### src/rtl/modulo_decodificador_bcd_pkg.sv
// Shared constants and state encoding for the signed-result BCD decoder.
package modulo_decodificador_bcd_pkg;

  localparam int LARG_RES = 9;
  localparam int BCD_W    = 4;
  localparam int N_ITER   = 9;
  localparam int CNT_W    = 4;

  typedef enum logic [1:0] {
    IDLE     = 2'd0,
    CONVERTE = 2'd1,
    FIM      = 2'd2
  } estado_t;

endpackage

### src/rtl/modulo_decodificador_bcd_corrige.sv
// Double-dabble add-3 correction for one BCD digit.
module modulo_corrige_bcd
  import modulo_decodificador_bcd_pkg::*;
(
  input  logic [BCD_W-1:0] digito,
  output logic [BCD_W-1:0] corrigido
);

  assign corrigido = (digito >= BCD_W'(5)) ? digito + BCD_W'(3) : digito;

endmodule

### src/rtl/modulo_decodificador_bcd.sv
// Converts the adder/subtractor result into sign plus three BCD digits
// with an iterative double-dabble; outputs only change in the done cycle.
module modulo_decodificador_bcd
  import modulo_decodificador_bcd_pkg::*;
#(
  parameter int LARG_RES = modulo_decodificador_bcd_pkg::LARG_RES
) (
  input  logic                clk,
  input  logic                reset,
  input  logic                start,
  input  logic [LARG_RES-1:0] resultado,
  input  logic                op,
  output logic                busy,
  output logic                done,
  output logic                negativo,
  output logic [BCD_W-1:0]    centenas,
  output logic [BCD_W-1:0]    dezenas,
  output logic [BCD_W-1:0]    unidades,
  output estado_t             estado
);

  // Handshake: start is accepted only on an edge where the FSM is IDLE;
  // done pulses for one cycle and the outputs are valid from that cycle.
  localparam int SR_W = 3*BCD_W + LARG_RES;

  logic [SR_W-1:0]     sr;
  logic [SR_W-1:0]     sr_corr;
  logic [CNT_W-1:0]    iter;
  logic                neg_q;
  logic [LARG_RES-1:0] mag;
  logic                mag_neg;
  logic [BCD_W-1:0]    c_corr;
  logic [BCD_W-1:0]    d_corr;
  logic [BCD_W-1:0]    u_corr;

  // A sum is always non-negative; a subtraction with bit 8 set is a borrow.
  always_comb begin
    mag_neg = op & resultado[LARG_RES-1];
    mag     = mag_neg ? (~resultado + LARG_RES'(1)) : resultado;
  end

  modulo_corrige_bcd u_corr_c (.digito(sr[SR_W-1 -: BCD_W]),          .corrigido(c_corr));
  modulo_corrige_bcd u_corr_d (.digito(sr[SR_W-BCD_W-1 -: BCD_W]),    .corrigido(d_corr));
  modulo_corrige_bcd u_corr_u (.digito(sr[LARG_RES +: BCD_W]),        .corrigido(u_corr));

  assign sr_corr = {c_corr, d_corr, u_corr, sr[LARG_RES-1:0]};

  always_ff @(posedge clk) begin
    if (reset) begin
      estado   <= IDLE;
      iter     <= '0;
      sr       <= '0;
      neg_q    <= 1'b0;
      busy     <= 1'b0;
      done     <= 1'b0;
      negativo <= 1'b0;
      centenas <= '0;
      dezenas  <= '0;
      unidades <= '0;
    end else begin
      done <= 1'b0;
      case (estado)
        IDLE: begin
          if (start) begin
            sr     <= {{(3*BCD_W){1'b0}}, mag};
            neg_q  <= mag_neg;
            iter   <= '0;
            busy   <= 1'b1;
            estado <= CONVERTE;
          end
        end
        CONVERTE: begin
          sr <= sr_corr << 1;
          if (iter == CNT_W'(N_ITER-1)) begin
            estado <= FIM;
          end else begin
            iter <= iter + CNT_W'(1);
          end
        end
        FIM: begin
          centenas <= sr[SR_W-1 -: BCD_W];
          dezenas  <= sr[SR_W-BCD_W-1 -: BCD_W];
          unidades <= sr[LARG_RES +: BCD_W];
          negativo <= neg_q;
          done     <= 1'b1;
          busy     <= 1'b0;
          iter     <= '0;
          estado   <= IDLE;
        end
        default: estado <= IDLE;
      endcase
    end
  end

endmodule

### config.mk
export PLATFORM = sky130hd
export DESIGN_NAME = modulo_decodificador_bcd
export DESIGN_NICKNAME = d
export VERILOG_FILES = /design/src/rtl/modulo_decodificador_bcd_pkg.sv /design/src/rtl/modulo_decodificador_bcd_corrige.sv /design/src/rtl/modulo_decodificador_bcd.sv
export SDC_FILE = /design/constraint.sdc
export NUM_CORES = 1
export LEC_CHECK = 0
export ABC_CLOCK_PERIOD_IN_PS = 1700
export CAP_MARGIN = 20
export CORE_ASPECT_RATIO = 1.4
export CORE_MARGIN = 1
export CORE_UTILIZATION = 53
export CTS_CLUSTER_DIAMETER = 120
export DETAILED_ROUTE_END_ITERATION = 8
export GPL_TIMING_DRIVEN = 0
export PLACE_DENSITY = 0.78
export SLEW_MARGIN = 20
export SYNTH_ARGS = -nofsm -noshare
export SYNTH_HDL_FRONTEND = slang
export SYNTH_SLANG_ARGS = --single-unit
export TNS_END_PERCENT = 5
### constraint.sdc
create_clock -name clk -period 1.7 [get_ports clk]
set_clock_uncertainty 0.15 [all_clocks]
set_input_delay 0.34 -clock clk [delete_from_list [all_inputs] [get_ports clk]]
set_output_delay 0.34 -clock clk [all_outputs]
set_load 0.01 [all_outputs]
Run 1, power grid:
The bar under the picture is 20 um long. Pins as bars on the die edge.
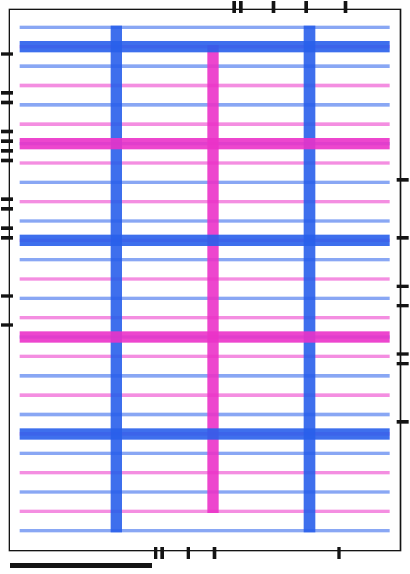
color	net
magenta	VDD
blue	VSS
met4 straps	3
met1 rails	27
signal pins	30
met5 straps	5
rows	26
Die Wd: 54.78 um
Die Y: 75.89 um

Run 1, cell classes on the final placement:
The bar under the picture is 20 um long.
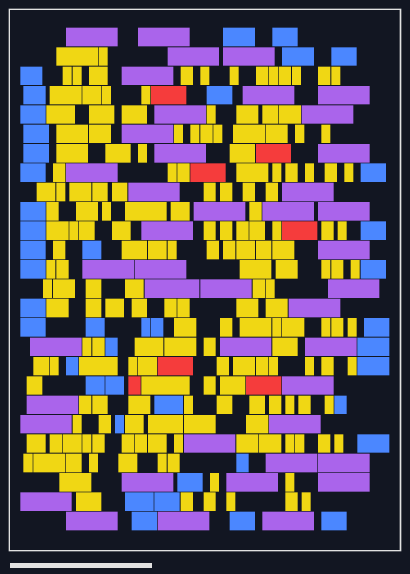
color	class	cells
blue	remaining buffers and delay cells	42
yellow	combinational and other logic	181
purple	sequential cells	43
red	clock drivers and dummy loads	7
Core Util, Final: 0.6920
Core Area: 3676 um2
Rows: 26

Run 1, clock wires, drivers and flops:
The bar under the picture is 20 um long.
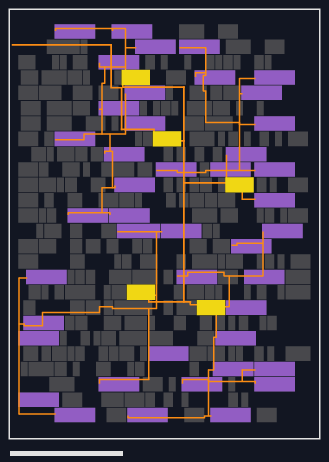
[yellow] clock drivers | count: 5
[purple] flip-flops | count: 43
[orange] clock wires | length: 493 um
flops lie	widely spread
routed clock nets	6
Clk pwr share: 0.338
worst skew pair latency: 290 ps
Clock Power: 0.651 mW

==> flow_summary_export.csv, run 1 <==
group,metric,value,unit
worst_setup_path,r2r_cells,6,
sta,finalSetupViolations,0,
finish,buf_share,0.1515,
global_routing,grt_first_pass_wirelength,6.996,mm
sta,slew_violations,0,
sta,fmax,597.0,MHz
finish,lay_top_count,"dfxtp_1",
finish,nNetsFinal,295,
cts,cts_setup_buffers,0,
logic_synthesis,ys_sh_xor,0.04237,
logic_synthesis,edf_count,0,
route,route.detailed.drc,0,
finish,fillers,325,
logic_synthesis,yosysTopAreaCellShare,0.4165,
route,vias_per_cell,5.584,
sta,layout_min_cycle_time,1675,ps
sta,hold_viol_final,0,
global_routing,grt_use_total,0.2306,
logic_synthesis,synth_cells,235,
finish,inv_count,13,
route,vias,1759,
route,firstDrtPassIters,4,
run_status,outcome,"finished, final reports clean",
logic_synthesis,synth_seq_share,0.4165,
route,wl_per_cell,13.84,um
worst_setup_path,end_kind,"flop",
global_routing,antenna_found_initial,0,
die,initCoreUtil,0.5623,
placement,placedCellCount,306,
finish,regArea,862.1,um2
finish,n_sequential_cell,43,
worst_setup_path,cp.arrival,1700,ps
power_and_ir_drop,totalPowerFinal,1.926,mW
logic_synthesis,ys_types,45,
logic_synthesis,synth-simple-area-share,0.2016,
logic_synthesis,synthTopLogicFamily,"AND-OR/OR-AND gates",
power_and_ir_drop,powerDensity,757.0,nW/um2
die,chip_area,4157,um2
power_and_ir_drop,p_comb_frac,0.119,
sta,worst_pin_slew,495.1,ps
route,ant_nets,0,
global_routing,grt_pass1_vias,1605,
finish,largest-register,"sr",
finish,drive_gt1_frac,0.1245,
placement,dpl.hpwl,3.230,mm
sta,setup_slack,24.92,ps
sta,finalCritPeriodShare,0.9853,
logic_synthesis,synthAdderAreaFrac,0.05448,
cts,h-tree-depth,2,
logic_synthesis,ys_cells,235,
logic_synthesis,synth_flops,43,
power_and_ir_drop,p_comb,0.229,mW
placement,pre_cts_slack,-382.8,ps
sta,slew_headroom,0.6700,
logic_synthesis,synth-compound-area-share,0.2046,
logic_synthesis,yosys-top-cells-count,"dfxtp_1 (43), nand2_1 (34), a21oi_1 (29), inv_1 (12), nor2_1 (11)",
die,pin_count,30,
min_path,hold_path_depth,2,
min_path,min_from,"dezenas[1]",
power_and_ir_drop,maxPowerGroup,"sequential cells",
power_and_ir_drop,intPower,1.453,mW
finish,most-common-layout-cells,"dfxtp_1 (42), nand2_1 (33), a21oi_1 (27), clkdlybuf4s50_1 (22), inv_1 (12)",
run 1: layer usage:
| layer | global-route usage | up-vias | share of wire |
|---|---|---|---|
| met4 | 0.07977 | 0 | 0.018 |
| met5 | 0 | - | 0 |
| met2 | 0.4150 | 40 | 0.53 |
| met1 | 0.2600 | 817 | 0.43 |
| li1 | - | 894 | - |
| met3 | 0.04591 | 8 | 0.031 |
run 1: worst max path at each step:
stage                  from     end  slack (ps)  cells past startpoint
6_report                 op   sr[1]          20                      5
5_1_grt        resultado[8]   sr[1]         -50                      5
4_1_cts                  op   sr[1]           2                      5
3_5_place_dp   resultado[0]   sr[1]        -380                      6
3_3_place_gp   resultado[0]   sr[1]        -360                      6
2_1_floorplan        sr[10]  sr[11]         190                      6
Run 1, routed metal, one color a layer:
Two of the layers only.
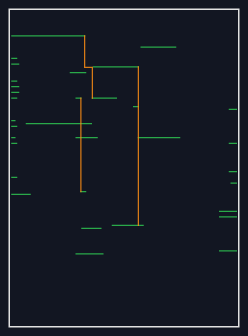

==> run 1 -> run 2 <==
--- a/config.mk
+++ b/config.mk
@@ -9,11 +9,12 @@
 export CAP_MARGIN = 20
 export CORE_ASPECT_RATIO = 1.4
 export CORE_MARGIN = 1
-export CORE_UTILIZATION = 53
+export CORE_UTILIZATION = 55
 export CTS_CLUSTER_DIAMETER = 120
 export DETAILED_ROUTE_END_ITERATION = 8
+export DONT_BUFFER_PORTS = 1
 export GPL_TIMING_DRIVEN = 0
-export PLACE_DENSITY = 0.78
+export PLACE_DENSITY = 0.7
 export SLEW_MARGIN = 20
 export SYNTH_ARGS = -nofsm -noshare
 export SYNTH_HDL_FRONTEND = slang
Run 2, routed metal, one color a layer:
Two of the layers only.
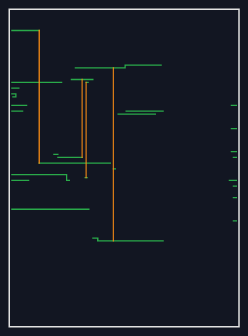
color	layer	wire length
orange	metal 4	113 um
green	metal 3	158 um
total global routing track utilization: 0.2293
Routed WL: 4.146 mm
DR vias: 1,657
wire length per cell: 14.55 um

==> flow_summary_export.csv, run 2 <==
group,metric,value,unit
logic_synthesis,edf_count,0,
worst_setup_path,end_kind,"flop",
placement,place_congestion,0.8014,
min_path,hold_path_depth,2,
die,pin_count,30,
worst_setup_path,r2r_cells,6,
finish,most-common-layout-cells,"dfxtp_1 (42), nand2_1 (34), a21oi_1 (27), inv_1 (12), nor2_1 (11)",
logic_synthesis,synth_cells,235,
logic_synthesis,synthTopLogicFamily,"AND-OR/OR-AND gates",
sta,grt_setup_unrepaired,"true",
cts,cts-buffers-inserted,5,
global_routing,grt_start_max_net_pins,14,
placement,io_buffers,0,
route,ant_nets,0,
cts,h-tree-depth,2,
run_status,outcome,"finished, final reports clean",
logic_synthesis,synth-simple-area-share,0.2016,
min_path,hold_end,"sr[8]",
finish,regArea,862.1,um2
finish,buf_share,0.02953,
global_routing,grt_pass1_vias,1508,
global_routing,grt_first_pass_wirelength,6.637,mm
logic_synthesis,synthFlopType,"dfxtp_1",
cts,cts_tree,"yes",
min_path,min_from,"resultado[8]",
route,route.detailed.drc,0,
worst_setup_path,crit_type,"flop to flop",
logic_synthesis,ys_types,45,
sta,layout_min_cycle_time,1616,ps
die,chip_area,4011,um2
power_and_ir_drop,ir_worst_vdd,0.6152,mV
cts,cts_resized,0,
cts,clock-sinks,43,
die,die_w,53.81,um
worst_setup_path,cp.arrival,1690,ps
sta,setup_slack,84.24,ps
logic_synthesis,synth_seq_share,0.4165,
worst_setup_path,r2r-start,"estado[0]",
global_routing,antenna_found_initial,0,
worst_setup_path,cp_top_family,"simple AND/OR/NAND/NOR gates",
placement,placedCellCount,277,
die,n_tap_cell,42,
finish,logic_gates,168,
logic_synthesis,ys_sh_xor,0.04237,
run,max-cap-violations,0,
logic_synthesis,synth_flops,43,
finish,inv_count,13,
logic_synthesis,ys_chip_area,2067,um2
die,initCoreUtil,0.5724,
finish,lay_top_count,"dfxtp_1",
finish,n_sequential_cell,43,
sta,worst_pin_slew,529.6,ps
logic_synthesis,ys_cells,235,
run,warning_count,31,
die,coreArea,3611,um2
global_routing,overflow,0,
placement,dpl.hpwl,3.062,mm
finish,design_area,2246,um2
sta,fmax,618.9,MHz
finish,fillers,324,
route,firstDrtPassIters,4,
worst_setup_path,slowest_stage,"dfxtp_1",
die,die_h,74.54,um
power_and_ir_drop,totalPowerFinal,2.045,mW
finish,drive_gt1_frac,0.1235,
logic_synthesis,yosysTopAreaCellShare,0.4165,
cts,clock-root-buffer,"clkbuf_8",
logic_synthesis,synth-compound-area-share,0.2046,
finish,largest-register,"sr",
route,vias_per_cell,5.814,
logic_synthesis,synthAdderAreaFrac,0.05448,
sta,slew_headroom,0.6469,
sta,hold_viol_final,0,
sta,slew_violations,0,
finish,largest_class,"logic gates",
power_and_ir_drop,powerDensity,910.7,nW/um2
sta,finalCritPeriodShare,0.9504,
worst_setup_path,critical_path.max_fanout,10,
die,row_count,26,
finish,nNetsFinal,264,
finish,largest_register_ffs,21,
cts,cts_setup_buffers,0,
sta,finalSetupViolations,0,
cts,insertion_delay,300,ps
finish,final_util,0.6220,
finish,layout.area.comb,1099,um2
logic_synthesis,yosys-top-cells-count,"dfxtp_1 (43), nand2_1 (34), a21oi_1 (29), inv_1 (12), nor2_1 (11)",
placement,pre_cts_slack,52.33,ps
[run 2: worst max path at each step]
stage,from,to,slack (ps),depth (start not counted)
global placement,sr[10],sr[11],100,6
detailed placement,sr[14],sr[15],50,6
CTS,sr[14],sr[15],40,6
finish,estado[0],iter[0],80,6
floorplan,sr[10],sr[11],190,6
global route,estado[0],sr[8],-10,4
[run 2: power breakdown]
group	total (mW)	leakage (nW)	switching, mW	internal [mW]
sequential	1.05	0.349	0.0173	1.03
clock	0.828	0.0612	0.352	0.475
combinational	0.170	0.405	0.100	0.0700
total	2.05	0.815	0.470	1.58
[run 2: layer usage]
metal	GRT usage	up-vias	wire [um]
li1	-	831	-
met2	0.3923	34	2144
met3	0.05930	9	158
met5	0	-	0
met4	0.1082	0	112
met1	0.2572	783	1731
Run 2, cell classes on the final placement:
The bar under the picture is 20 um long.
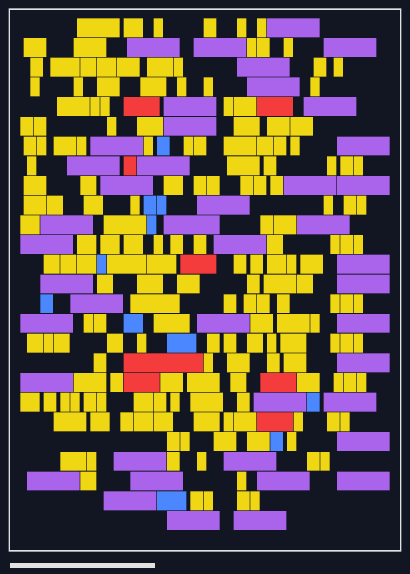

==> run 2 -> run 3 <==
--- a/config.mk
+++ b/config.mk
@@ -6,7 +6,7 @@
 export NUM_CORES = 1
 export LEC_CHECK = 0
 export ABC_CLOCK_PERIOD_IN_PS = 1700
-export CAP_MARGIN = 20
+export CAP_MARGIN = 40
 export CORE_ASPECT_RATIO = 1.4
 export CORE_MARGIN = 1
 export CORE_UTILIZATION = 55
==> constraint.sdc (replaced) <==
create_clock -name clk -period 1.7 [get_ports clk]
set_clock_uncertainty 0.15 [all_clocks]
set_input_delay 0.34 -clock clk [delete_from_list [all_inputs] [get_ports clk]]
set_output_delay 0.34 -clock clk [all_outputs]
set_load 0.02 [all_outputs]
Run 3, cell classes on the final placement:
The bar under the picture is 20 um long.
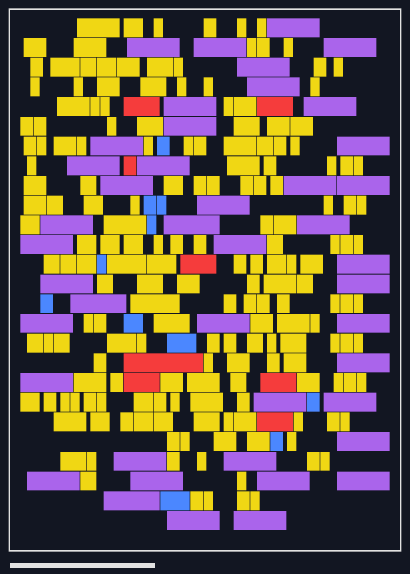
color	class	cells
yellow	combinational and other logic	181
blue	remaining buffers and delay cells	11
purple	sequential cells	43
red	clock drivers and dummy loads	8
flop share of the area: 0.3837
Core Area: 3611 um2

==> flow_summary_export.csv, run 3 <==
group,metric,value,unit
logic_synthesis,synth_flops,43,
worst_setup_path,end_kind,"flop",
finish,lay_top_count,"dfxtp_1",
power_and_ir_drop,p_comb_frac,0.084,
finish,largest_class,"logic gates",
power_and_ir_drop,p_comb,0.171,mW
worst_setup_path,critical_path.max_fanout,4,
finish,drive_gt1_frac,0.1317,
power_and_ir_drop,powerDensity,909.3,nW/um2
logic_synthesis,ys_types,45,
sta,grt_setup_unrepaired,"true",
finish,largest-register,"sr",
power_and_ir_drop,switching_power,0.4727,mW
logic_synthesis,ys_chip_area,2067,um2
die,initCoreUtil,0.5724,
sta,layout_min_cycle_time,1596,ps
sta,worst_pin_slew,528.5,ps
finish,regArea,864.6,um2
sta,setup_slack,103.5,ps
run_status,outcome,"finished, final reports clean",
sta,finalCritPeriodShare,0.9391,
cts,cts-buffers-inserted,5,
power_and_ir_drop,p_sw_frac,0.2307,
sta,fmax,626.4,MHz
route,drt-met1-wl,1.704,mm
global_routing,antenna_found_initial,0,
placement,io_buffers,0,
logic_synthesis,ys_cells,235,
finish,nNetsFinal,264,
route,met3_wirelength,169,um
route,route.detailed.drc,0,
finish,largest_register_ffs,21,
global_routing,grtUsageMet2,0.3923,
finish,inv_count,13,
placement,place_congestion,0.8014,
die,n_tap_cell,42,
logic_synthesis,yosys-top-cells-count,"dfxtp_1 (43), nand2_1 (34), a21oi_1 (29), inv_1 (12), nor2_1 (11)",
logic_synthesis,synth_cells,235,
finish,n_sequential_cell,43,
placement,pre_cts_slack,13.17,ps
==> run 3: logic make-up (layout without fill, tap and decap cells) <==
kind of cell             Yosys count  after routing  synth area share
XOR/XNOR                          10             10           0.04238
AND-OR/OR-AND                     63             63            0.2046
flip-flops                        43             43            0.4165
adder cells (fa/ha/maj)            9              9           0.05448
multiplexers                       5              5           0.02482
buffers and inverters             24             32           0.05569
AND/OR/NAND/NOR                   81             81            0.2016
==> run 3: worst paths after layout <==
check	startpoint	endpoint	slack (ps)	cells after the start
min	resultado[8]	sr[8]	70	2
min reg2reg	neg_q	negativo	300	2
max reg2reg	sr[14]	sr[15]	100	6
max	sr[14]	sr[15]	100	6
No activity file was given, so power comes from the tool's default toggle rates.
